**Sequential cells grouped by signal name**

Other sequential cells in the stronger gray, the rest of the logic in the fainter gray.
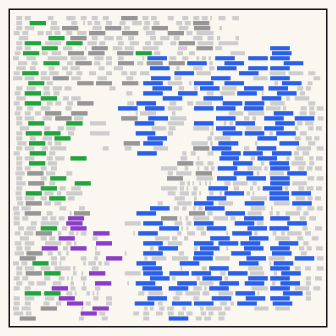
**Routing congestion**

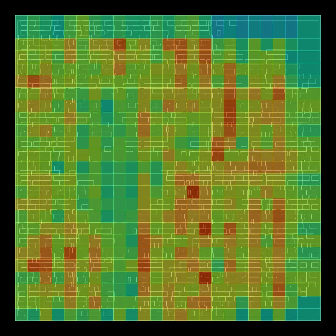
**Clock wires, drivers and flops**

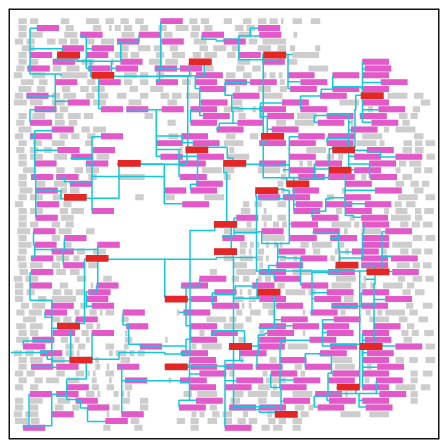
**PDN straps and rails**

Pins as bars on the die edge. Tap cells in gray.
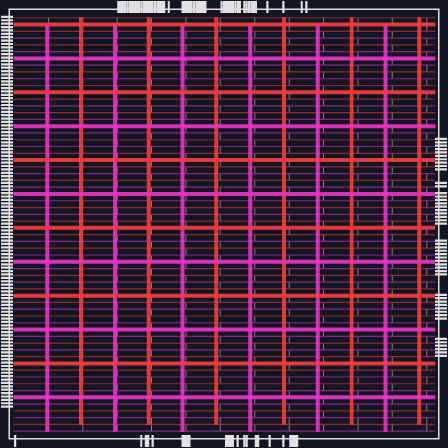
**Placed cells, one color a class**

Bar = 50 um.
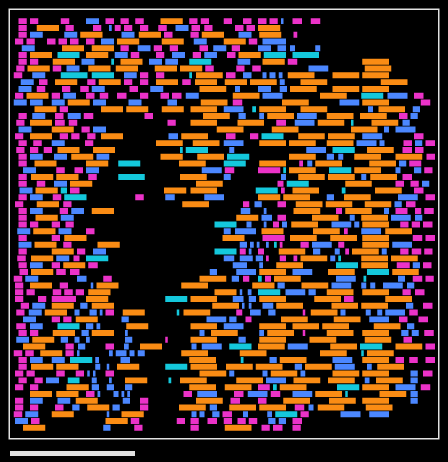
`src/rtl/alu_exec_stage.sv`:
```
// alu_exec_stage: registered execute stage around the combinational ALU_32.
// A one-entry issue register drives the ALU. Each issued op is captured into a
// result FIFO, which is drained over a valid/ready handshake.
// Optional feature: define ALU_EXEC_STICKY_EN to enable the sticky overflow flop.
module alu_exec_stage #(
  parameter int unsigned FIFO_DEPTH = 4,
  parameter int unsigned TAG_W      = 4
) (
  input  logic             clk,
  input  logic             rst_n,
  input  logic             in_valid,
  output logic             in_ready,
  input  logic [31:0]      in_a,
  input  logic [31:0]      in_b,
  input  logic [3:0]       in_ctrl,
  input  logic [TAG_W-1:0] in_tag,
  output logic [31:0]      alu_a,
  output logic [31:0]      alu_b,
  output logic [3:0]       alu_ctrl,
  input  logic [31:0]      alu_out,
  input  logic             alu_carry,
  input  logic             alu_zero,
  input  logic             alu_ovf,
  output logic             res_valid,
  input  logic             res_ready,
  output logic [31:0]      res_data,
  output logic [TAG_W-1:0] res_tag,
  output logic [2:0]       res_flags,
  output logic             res_illegal,
  output logic [15:0]      op_count,
  output logic             sticky_ovf,
  input  logic             sticky_clr
);

  localparam int unsigned AddrW = $clog2(FIFO_DEPTH);
  localparam int unsigned PtrW  = AddrW + 1;
  localparam int unsigned EntW  = 1 + 3 + TAG_W + 32;
  localparam logic [PtrW:0] DepthW = (PtrW + 1)'(FIFO_DEPTH);

  logic             ex_valid_q;
  logic [31:0]      ex_a_q, ex_b_q;
  logic [3:0]       ex_ctrl_q;
  logic [TAG_W-1:0] ex_tag_q;

  logic [PtrW-1:0]  wptr_q, rptr_q, fifo_count;
  logic [PtrW:0]    credit;
  logic [EntW-1:0]  mem_q [FIFO_DEPTH];
  logic [EntW-1:0]  head;
  logic [15:0]      op_count_q;

  logic             accept, push, pop;
  logic             legal, is_add, is_sub;
  logic [31:0]      push_data;
  logic [2:0]       push_flags;

  assign fifo_count = wptr_q - rptr_q;
  // Credit check counts the op in the issue register, so a push never overflows.
  assign credit     = {1'b0, fifo_count} + {{PtrW{1'b0}}, ex_valid_q};
  assign in_ready   = credit < DepthW;
  assign accept     = in_valid && in_ready;
  assign push       = ex_valid_q;
  assign res_valid  = (fifo_count != '0);
  assign pop        = res_valid && res_ready;

  assign alu_a    = ex_a_q;
  assign alu_b    = ex_b_q;
  assign alu_ctrl = ex_ctrl_q;
  assign op_count = op_count_q;

  // Decode legality and mask flags that carry no meaning for the executed op.
  always_comb begin
    legal      = 1'b0;
    is_add     = (ex_ctrl_q == 4'b0010);
    is_sub     = (ex_ctrl_q == 4'b0110);
    push_data  = '0;
    push_flags = '0;
    case (ex_ctrl_q)
      4'b0000, 4'b0001, 4'b0010, 4'b0110, 4'b0111, 4'b1100, 4'b1111: legal = 1'b1;
      default: legal = 1'b0;
    endcase
    if (legal) begin
      push_data  = alu_out;
      push_flags = {alu_ovf & (is_add | is_sub), alu_carry & is_add, alu_zero};
    end
  end

  // Issue register, FIFO pointers and op counter.
  always_ff @(posedge clk or negedge rst_n) begin
    if (!rst_n) begin
      ex_valid_q <= 1'b0;
      ex_a_q     <= '0;
      ex_b_q     <= '0;
      ex_ctrl_q  <= '0;
      ex_tag_q   <= '0;
      wptr_q     <= '0;
      rptr_q     <= '0;
      op_count_q <= '0;
    end else begin
      ex_valid_q <= accept;
      // Operands hold their last value when idle so the ALU inputs do not toggle.
      if (accept) begin
        ex_a_q    <= in_a;
        ex_b_q    <= in_b;
        ex_ctrl_q <= in_ctrl;
        ex_tag_q  <= in_tag;
      end
      if (push) begin
        wptr_q     <= wptr_q + 1'b1;
        op_count_q <= op_count_q + 16'd1;
      end
      if (pop) begin
        rptr_q <= rptr_q + 1'b1;
      end
    end
  end

  // FIFO storage; contents are only observable through the valid-gated head.
  always_ff @(posedge clk) begin
    if (push) begin
      mem_q[wptr_q[AddrW-1:0]] <= {~legal, push_flags, ex_tag_q, push_data};
    end
  end

  // Head entry, forced to zero while the FIFO is empty.
  always_comb begin
    head = '0;
    if (res_valid) begin
      head = mem_q[rptr_q[AddrW-1:0]];
    end
  end

  assign res_data    = head[31:0];
  assign res_tag     = head[32 +: TAG_W];
  assign res_flags   = head[32 + TAG_W +: 3];
  assign res_illegal = head[EntW-1];

`ifdef ALU_EXEC_STICKY_EN
  logic sticky_q;

  // Sticky overflow: a set on push takes priority over a simultaneous clear.
  always_ff @(posedge clk or negedge rst_n) begin
    if (!rst_n) begin
      sticky_q <= 1'b0;
    end else if (push && push_flags[2]) begin
      sticky_q <= 1'b1;
    end else if (sticky_clr) begin
      sticky_q <= 1'b0;
    end
  end

  assign sticky_ovf = sticky_q;
`else
  logic sticky_clr_unused;
  assign sticky_clr_unused = sticky_clr;
  assign sticky_ovf        = 1'b0;
`endif

endmodule

```
`config.mk`:
```
export PLATFORM = sky130hd
export DESIGN_NAME = alu_exec_stage
export DESIGN_NICKNAME = d
export VERILOG_FILES = /design/src/rtl/alu_exec_stage.sv
export SDC_FILE = /design/constraint.sdc
export NUM_CORES = 1
export LEC_CHECK = 0
export CAP_MARGIN = 40
export CELL_PAD_IN_SITES_DETAIL_PLACEMENT = 1
export CELL_PAD_IN_SITES_GLOBAL_PLACEMENT = 2
export CORE_MARGIN = 1
export CORE_UTILIZATION = 36
export DETAILED_ROUTE_END_ITERATION = 8
export GPL_TIMING_DRIVEN = 0
export PLACE_DENSITY = 0.84
export SLEW_MARGIN = 25
export SYNTH_ARGS = -nofsm -noshare
export SYNTH_HDL_FRONTEND = slang
export SYNTH_SLANG_ARGS = --single-unit
```
`constraint.sdc`:
```
create_clock -name clk -period 2.5 [get_ports clk]
set_input_delay 0.25 -clock clk [delete_from_list [all_inputs] [get_ports clk]]
set_output_delay 0.25 -clock clk [all_outputs]
set_load 0.03 [all_outputs]
```
==> impl_metrics.env <==
# physical design summary
export IMPL_cts_buffer_depth=3
export IMPL_p_int_w=0.0154
export IMPL_syn_inst=548
export IMPL_wl_met3_um=2070
export IMPL_vias_per_cell=4.78
export IMPL_grt_setup_unrepaired="true"
export IMPL_nets=948
export IMPL_ys_warn_count=0
export IMPL_r2r_cells=10
export IMPL_fillers=2675
export IMPL_topCellsByArea="edfxtp_1 (46%), dfrtp_1 (23%), mux2_4 (10%)"
export IMPL_drtIter0Drc=358
export IMPL_grt_pass1_wl_um=38000
export IMPL_async_flop_share_pct=37.3
export IMPL_clk_pin_slew_worst_paths_ns=0.06
export IMPL_tightest_slew_ns=0.664
export IMPL_antenna_found_initial=1
export IMPL_grt_max_degree=62
export IMPL_ys_types=36
export IMPL_adder_share_pct=1.04
export IMPL_final_cell_mix="clkdlybuf4s50_1 (193), edfxtp_1 (160), dfrtp_1 (95)"
export IMPL_grt_ovfl_total=0
export IMPL_drc=0
export IMPL_timing_rr_end="alu_b[2]$_DFFE_PN0P_"
export IMPL_use_met3_pct=5.29
export IMPL_grt_pass1_vias=6572
export IMPL_ys_cells=548
export IMPL_place_ws_ns=-1.01
export IMPL_worstPathArrival_ns=2.54
export IMPL_powerDensity_mw_per_mm2=1690
export IMPL_logic_family="multiplexers"
export IMPL_end_kind="output port"
export IMPL_fp_nets=668
export IMPL_hold_viol=0
export IMPL_crit_type="flip-flop to output port"
export IMPL_slew_violations=0
export IMPL_startpoint="wptr_q[0]$_DFFE_PN0P_"
export IMPL_drive_above_1_share_pct=32.5
export IMPL_timing_fmax_ghz=0.358
export IMPL_cp_max_fo=9
export IMPL_ys_sh_xor_pct=1.83
export IMPL_synth_top_area_share_pct=46.3
export IMPL_logic_gate_count=263
export IMPL_power_leader="combinational logic"
export IMPL_h_tree_depth=1
export IMPL_core_area_sq_mm=0.0281
export IMPL_ys_sh_mux_pct=19.2
export IMPL_seqPwrFrac_pct=27.9
export IMPL_cts_root_buffer="clkbuf_16"
export IMPL_synthFlopType="edfxtp_1"
export IMPL_place_congestion=0.726
export IMPL_leakage_nw=5.68
export IMPL_top_cell="edfxtp_1"
export IMPL_worstSetupEndpoint="res_data[1]"
export IMPL_design_seq_count=255
export IMPL_ant_nets=0
export IMPL_layout_top_cell="clkdlybuf4s50_1"
export IMPL_combinationalPowerShare_pct=55.6
export IMPL_tns_ns=-10.81
export IMPL_wl_um=24800
export IMPL_finalPower_w=0.0245
export IMPL_final_cells=1227
export IMPL_final_area_sq_mm=0.0145
export IMPL_num_io_pins=239
export IMPL_syn_cell_area_sq_mm=0.0104
export IMPL_ys_area_sq_mm=0.0104
export IMPL_numSynthFlops=255
export IMPL_drt_pass1_iterations=4
export IMPL_tool_warnings=32
export IMPL_dr_wl_met2_um=12600
export IMPL_die_area_sq_mm=0.0295
export IMPL_clock_sinks=255
export IMPL_place_hpwl_um=16200
export IMPL_std_cell_rows=61
export IMPL_nWellTaps=378
export IMPL_wl_met1_um=9700
export IMPL_start_kind="flip-flop"
export IMPL_layout_nonclk_buf_share_pct=19.2
export IMPL_violations="negative setup slack"
export IMPL_comb_area_sq_mm=0.00314
export IMPL_vias=5861
export IMPL_fin_crit_sh_pct=112
export IMPL_cts_buffers=28
export IMPL_edf_count=160
export IMPL_dpl_cell_area_sq_mm=0.0132
export IMPL_top_area_cell="edfxtp_1"
export IMPL_dominant_cells="sequential cells"
export IMPL_ys_seq_share_pct=69.2
export IMPL_swShare_pct=37.1
export IMPL_comb_power_w=0.0137
export IMPL_clkCellAreaFrac_pct=6.24
export IMPL_period_minus_slack_ns=2.79
export IMPL_core_util_floorplan_pct=36.9
export IMPL_simple_gate_share_pct=6.54
export IMPL_slew_headroom_pct=55.7
export IMPL_comb_share_pct=21.7
export IMPL_finalWorstSetupSlack_ns=-0.291
export IMPL_synthTopCellsByCount="edfxtp_1 (160), dfrtp_1 (95), mux2_4 (69)"
export IMPL_r2r_setup_slack_ns=0.07
export IMPL_area_delta_synth_final_pct=39.9
export IMPL_portBuffers=236
export IMPL_critPathRequiredTime_ns=2.25
export IMPL_nClkBuffers=39
export IMPL_reg2reg_from="wptr_q[0]$_DFFE_PN0P_"
export IMPL_diodes=0
export IMPL_synth_compound_area_share_pct=0.422
export IMPL_status="complete, but fails checks"
export IMPL_holdWs_ns=0.195
export IMPL_syn_area_per_cell_sq_um=18.9
export IMPL_final_setup_viol_count=41
export IMPL_inv_count=4
export IMPL_top_layer="met5"
export IMPL_n_all_buffers=276
export IMPL_cts_tree="yes"
export IMPL_hold_path_class="input pin to asynchronous set/reset pin"
export IMPL_drv_cap=0
export IMPL_place_inst=1163
export IMPL_power_switching_w=0.00910
Notes on 'sequential cells grouped by signal name' above:
mem_q -> blue  # sequential cells 160
op_count -> purple  # sequential cells 16, where south-west
alu_a -> green  # sequential cells 32, where a column on the left
not colored = 47
Reg area: 0.00718 sq mm
P_seq: 0.00684 W
Final Util: 51.7%
sequential cell area share: 49.5%

Notes on 'routing congestion' above:
GR met2 Demand/Resource: 29.9%
wire length per cell: 20.2 um
grt peak-use layer: met2
Total GRT Usage: 17.0%
GR Util met1: 20.4%

Notes on 'clock wires, drivers and flops' above:
clock wires -> cyan  # length 3190 um
cells driving clock nets -> red  # count 28
flip-flops -> magenta  # count 255
routed clock nets = 29
flops lie = widely spread
clock power share: 16.5%
P_clk: 0.00405 W
Skew-Pair Late Insertion Delay: 0.53 ns
Layout Skew: 0.0173 ns

Notes on 'PDN straps and rails' above:
VSS -> magenta
VDD -> red
met1 rails = 62
rows = 61
signal pins = 239
tap cells = 378
die width: 172 um
Max rail drop VDD: 0.923 mV

Notes on 'placed cells, one color a class' above:
flip-flops -> orange  # cells 255, share of their area 51%
clock drivers and dummy loads -> cyan  # cells 51, share of their area 6.5%
all other logic -> blue  # cells 267, share of their area 23%
other buffers and delay cells -> magenta  # cells 276, share of their area 20%

[worst max-delay path, stage by stage (launching register included)]
cell and delay (ns):
dfrtp_1 0.37, inv_2 0.05, ha_2 0.18, fa_2 0.35
xor3_1 0.22, or2_4 0.36, clkbuf_16 0.19, and2_4 0.15
buf_6 0.13
[timing repair]
item                                    in CTS  in global routing
gates resized                              351                  7
endpoints found under the setup margin     113                106
gates cloned                                 2                  1
endpoints found under the hold margin       34                  0
setup buffers                                6                  3
hold buffers                                 1                  0
pin swaps                                    2                  1
[sequential cells by signal (all words and copies together) (netlist names)]
signal      cells
rptr_q          3
mem_q         160
alu_b          32
ex_tag_q        4
wptr_q          3
ex_valid_q      1
op_count       16
alu_a          32
alu_ctrl        4
No activity file was given, so power comes from the tool's default toggle rates.
